===== src/rtl/mem_wb_skid.sv =====
// MEM-to-writeback stage with a two-entry skid buffer. It carries LANES register-file
// write requests per transfer and counts the enabled lane-writes it retires.
module mem_wb_skid #(
    parameter int LANES       = 1,
    parameter int DATA_W      = 32,
    parameter int ADDR_W      = 5,
    parameter int ZERO_SQUASH = 1
) (
    input  logic                    clk,
    input  logic                    rst_n,
    input  logic                    rdy,
    input  logic                    flush,
    input  logic                    in_valid,
    output logic                    in_ready,
    input  logic [LANES*DATA_W-1:0] in_data,
    input  logic [LANES*ADDR_W-1:0] in_addr,
    input  logic [LANES-1:0]        in_we,
    input  logic                    in_squash,
    output logic                    out_valid,
    input  logic                    out_ready,
    output logic [LANES*DATA_W-1:0] wb_rd_data,
    output logic [LANES*ADDR_W-1:0] wb_rd_addr,
    output logic [LANES-1:0]        wb_rd_enable,
    output logic [1:0]              occupancy,
    output logic [31:0]             wb_count
);

    typedef enum logic [1:0] {
        S_EMPTY = 2'd0,
        S_ONE   = 2'd1,
        S_TWO   = 2'd2
    } state_t;

    state_t                    r_state;
    state_t                    w_state_nxt;
    logic [LANES*DATA_W-1:0]   r_head_data;
    logic [LANES*ADDR_W-1:0]   r_head_addr;
    logic [LANES-1:0]          r_head_we;
    logic [LANES*DATA_W-1:0]   r_skid_data;
    logic [LANES*ADDR_W-1:0]   r_skid_addr;
    logic [LANES-1:0]          r_skid_we;
    logic [31:0]               r_wb_count;

    logic                      w_accept;
    logic                      w_consume;
    logic                      w_load_head_in;
    logic                      w_load_head_skid;
    logic                      w_load_skid;
    logic [LANES-1:0]          w_in_we;

    // Enables that survive a MEM stall and (optionally) writes to register 0.
    function automatic logic [LANES-1:0] mask_we(
        input logic [LANES-1:0]        we,
        input logic [LANES*ADDR_W-1:0] addr,
        input logic                    squash
    );
        logic [LANES-1:0] m;
        m = '0;
        for (int i = 0; i < LANES; i++) begin
            m[i] = we[i] & ~squash &
                   ~((ZERO_SQUASH != 0) && (addr[i*ADDR_W +: ADDR_W] == '0));
        end
        return m;
    endfunction

    function automatic logic [31:0] popcnt(input logic [LANES-1:0] v);
        logic [31:0] s;
        s = '0;
        for (int i = 0; i < LANES; i++) begin
            s = s + 32'(v[i]);
        end
        return s;
    endfunction

    assign in_ready     = (r_state != S_TWO);
    assign out_valid    = (r_state != S_EMPTY);
    assign occupancy    = r_state;
    assign wb_rd_data   = r_head_data;
    assign wb_rd_addr   = r_head_addr;
    assign wb_rd_enable = r_head_we & {LANES{out_valid}};
    assign wb_count     = r_wb_count;

    assign w_accept  = in_valid & in_ready & rdy & ~flush;
    assign w_consume = out_valid & out_ready & rdy;
    assign w_in_we   = mask_we(in_we, in_addr, in_squash);

    always_comb begin
        w_state_nxt      = r_state;
        w_load_head_in   = 1'b0;
        w_load_head_skid = 1'b0;
        w_load_skid      = 1'b0;
        if (flush) begin
            w_state_nxt = S_EMPTY;
        end else begin
            case (r_state)
                S_EMPTY: begin
                    if (w_accept) begin
                        w_load_head_in = 1'b1;
                        w_state_nxt    = S_ONE;
                    end
                end
                S_ONE: begin
                    if (w_accept && w_consume) begin
                        w_load_head_in = 1'b1;
                    end else if (w_accept) begin
                        w_load_skid = 1'b1;
                        w_state_nxt = S_TWO;
                    end else if (w_consume) begin
                        w_state_nxt = S_EMPTY;
                    end
                end
                S_TWO: begin
                    if (w_consume) begin
                        w_load_head_skid = 1'b1;
                        w_state_nxt      = S_ONE;
                    end
                end
                default: w_state_nxt = S_EMPTY;
            endcase
        end
    end

    always_ff @(posedge clk or negedge rst_n) begin
        if (!rst_n) begin
            r_state <= S_EMPTY;
        end else begin
            r_state <= w_state_nxt;
        end
    end

    // Payload registers: head drives the outputs, skid only holds the second entry.
    always_ff @(posedge clk or negedge rst_n) begin
        if (!rst_n) begin
            r_head_data <= '0;
            r_head_addr <= '0;
            r_head_we   <= '0;
            r_skid_data <= '0;
            r_skid_addr <= '0;
            r_skid_we   <= '0;
        end else begin
            if (w_load_head_in) begin
                r_head_data <= in_data;
                r_head_addr <= in_addr;
                r_head_we   <= w_in_we;
            end else if (w_load_head_skid) begin
                r_head_data <= r_skid_data;
                r_head_addr <= r_skid_addr;
                r_head_we   <= r_skid_we;
            end
            if (w_load_skid) begin
                r_skid_data <= in_data;
                r_skid_addr <= in_addr;
                r_skid_we   <= w_in_we;
            end
        end
    end

    always_ff @(posedge clk or negedge rst_n) begin
        if (!rst_n) begin
            r_wb_count <= '0;
        end else if (w_consume && !flush) begin
            r_wb_count <= r_wb_count + popcnt(wb_rd_enable);
        end
    end

endmodule


===== config.mk =====
export PLATFORM = sky130hd
export DESIGN_NAME = mem_wb_skid
export DESIGN_NICKNAME = d
export VERILOG_FILES = /design/src/rtl/mem_wb_skid.sv
export SDC_FILE = /design/constraint.sdc
export NUM_CORES = 1
export LEC_CHECK = 0
export CAP_MARGIN = 30
export CORE_MARGIN = 5
export CORE_UTILIZATION = 49
export DETAILED_ROUTE_END_ITERATION = 8
export PLACE_DENSITY = 0.84
export RECOVER_POWER = 100
export SYNTH_ARGS = -nofsm -noshare
export SYNTH_HDL_FRONTEND = slang
export SYNTH_SLANG_ARGS = --single-unit

===== constraint.sdc =====
create_clock -name clk -period 3.8 [get_ports clk]
set_input_delay 0.76 -clock clk [delete_from_list [all_inputs] [get_ports clk]]
set_output_delay 0.76 -clock clk [all_outputs]
set_load 0.1 [all_outputs]

Figure 1. The clock network.
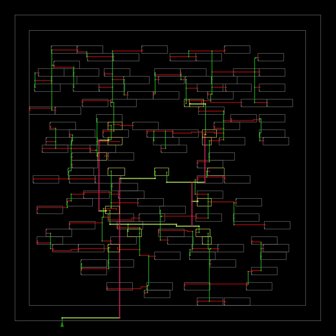
flop count: 110
CTS Buf Count: 9
TritonCTS Sinks: 110

Figure 2. Metal layers overlaid.
(2 px per micron)
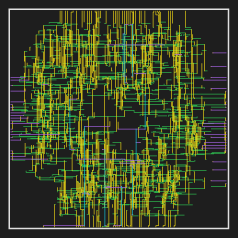
legend:
  yellow:
    layer: metal 2
    wire_length: 5340 microns
  cyan:
    layer: metal 4
    wire_length: 265 microns
  purple:
    layer: metal 3
    wire_length: 455 microns
  green:
    layer: metal 1
    wire_length: 4400 microns

Figure 3. Gate-type map.
(2 px per micron)
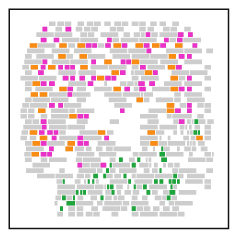
legend:
  magenta:
    family: non-inverting ao/oa cells
    cells: 76
  green:
    family: nand cells
    cells: 43
  orange:
    family: mux cells
    cells: 41
most frequently placed logic cell in the final layout: sky130_fd_sc_hd__dfrtp_1
count of non-filler cells in the finished layout: 616

Figure 4. Clock distribution.
(4 px per micron)
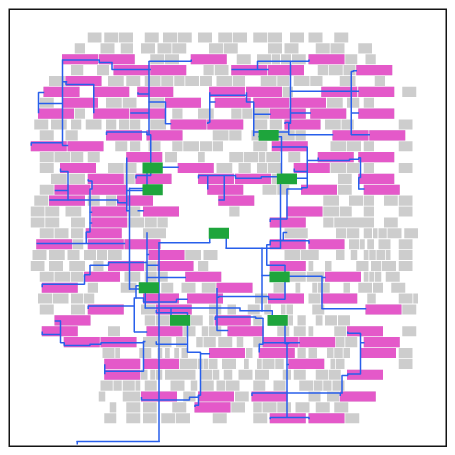
legend:
  blue:
    item: clock wires
    length: 1190 microns
  green:
    item: clock drivers
    count: 9
  magenta:
    item: flip-flops
    count: 110
flops lie: spread over the die
routed clock nets: 10

Figure 5. The metal 3 layer.
(4 px per micron)
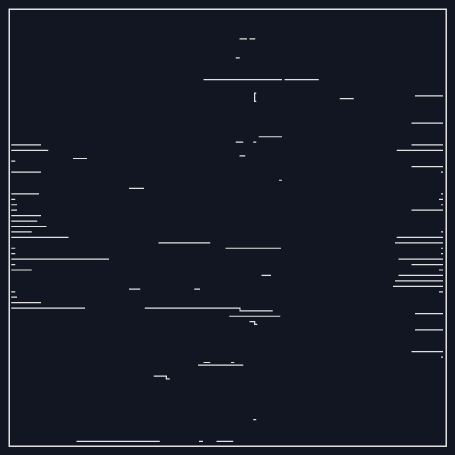
wire length on this layer: 455 microns
nets with wire on the layer: 64

==> notes.md <==
Main metrics from the flow reports.

The buffer share of cell area is 19.3%. The clock buffers instantiated in the layout total 9. The worst slew margin relative to its limit came out at -14.3%. The fraction of the yosys area taken by sequential cells came out at 57.5%. The tally of unique sky130hd cells used after synthesis is 40. The run reported a max-capacitance violation count of 1.

The stage delay of the slowest cell on the critical path came out at 1.20 ns. The clock latency on the worst-skew pair came out at 0.37 ns. The internal reg-to-reg setup slack is 1.31 ns. The die span in y is 109 microns. The area of all placed cells without fillers is 6200 sq um. The power density over the cells is 496 nW/um^2.

The count of antenna-violating nets left after detailed routing came out at 0. The net switching fraction of the power came out at 40.2%. Yosys stat counts 362 cells in the synthesized netlist. The share of cell area taken by flip-flops and latches is 44.4%. The post-place setup slack came out at 0.996 ns. Fill cells in the final layout number 778.

The share of layout cells above drive strength 1 came out at 13.7%. The number of buffers inserted to repair setup after CTS is 0. Adding up every negative setup slack in the final design gives 0 ns. met1 track demand over resource after global routing is 24.4%.

During I/O placement, the number of pins put on the boundary was 119. The logic depth of the worst path, buffers included came out at 3. The share of flip-flops with an asynchronous set or reset after synthesis is 100%.

The total iterations of the first detailed-routing run is 4. In this run, post-CTS hold repair placed 0 buffers. The post-detailed-route wirelength per cell is 17.0 microns. The final report gives the core utilization as 64.4%.

The terminating pin of the worst hold path is wb_rd_data[24]. The synthesis report names the predominant flop master as sky130_fd_sc_hd__dfrtp_1. Setup repair after global routing left no endpoint under its margin. The worst hold margin is 0.477 ns. Signal nets in the final route climb as high as met4. The mux contribution to synthesized area is 9.59%. The complex-gate fraction of the synthesized area came out at 14.1%. Looking at the setup timing report, the critical path kind is flip-flop to output port. Looking at the critical path, the highest net fanout was 7.

The number of enable flip-flop cells is 0. The final number of max-transition violations came out at 72. Per the hold report, the tightest min-delay path originates at wb_rd_data[24]. The checks that failed: max-capacitance violations, max-slew violations.

The chip area from the yosys synthesis statistics came out at 4790 sq um. The flow ran to the end, but the final reports show violations. The critical path startpoint category is a flip-flop. The final weighted congestion in routability-driven placement came out at 0.822. The final tally of hold violations came out at 0.

The flow reports that the clock network draws 22.6% of the design power.
Power and IR drop assume default switching activity.
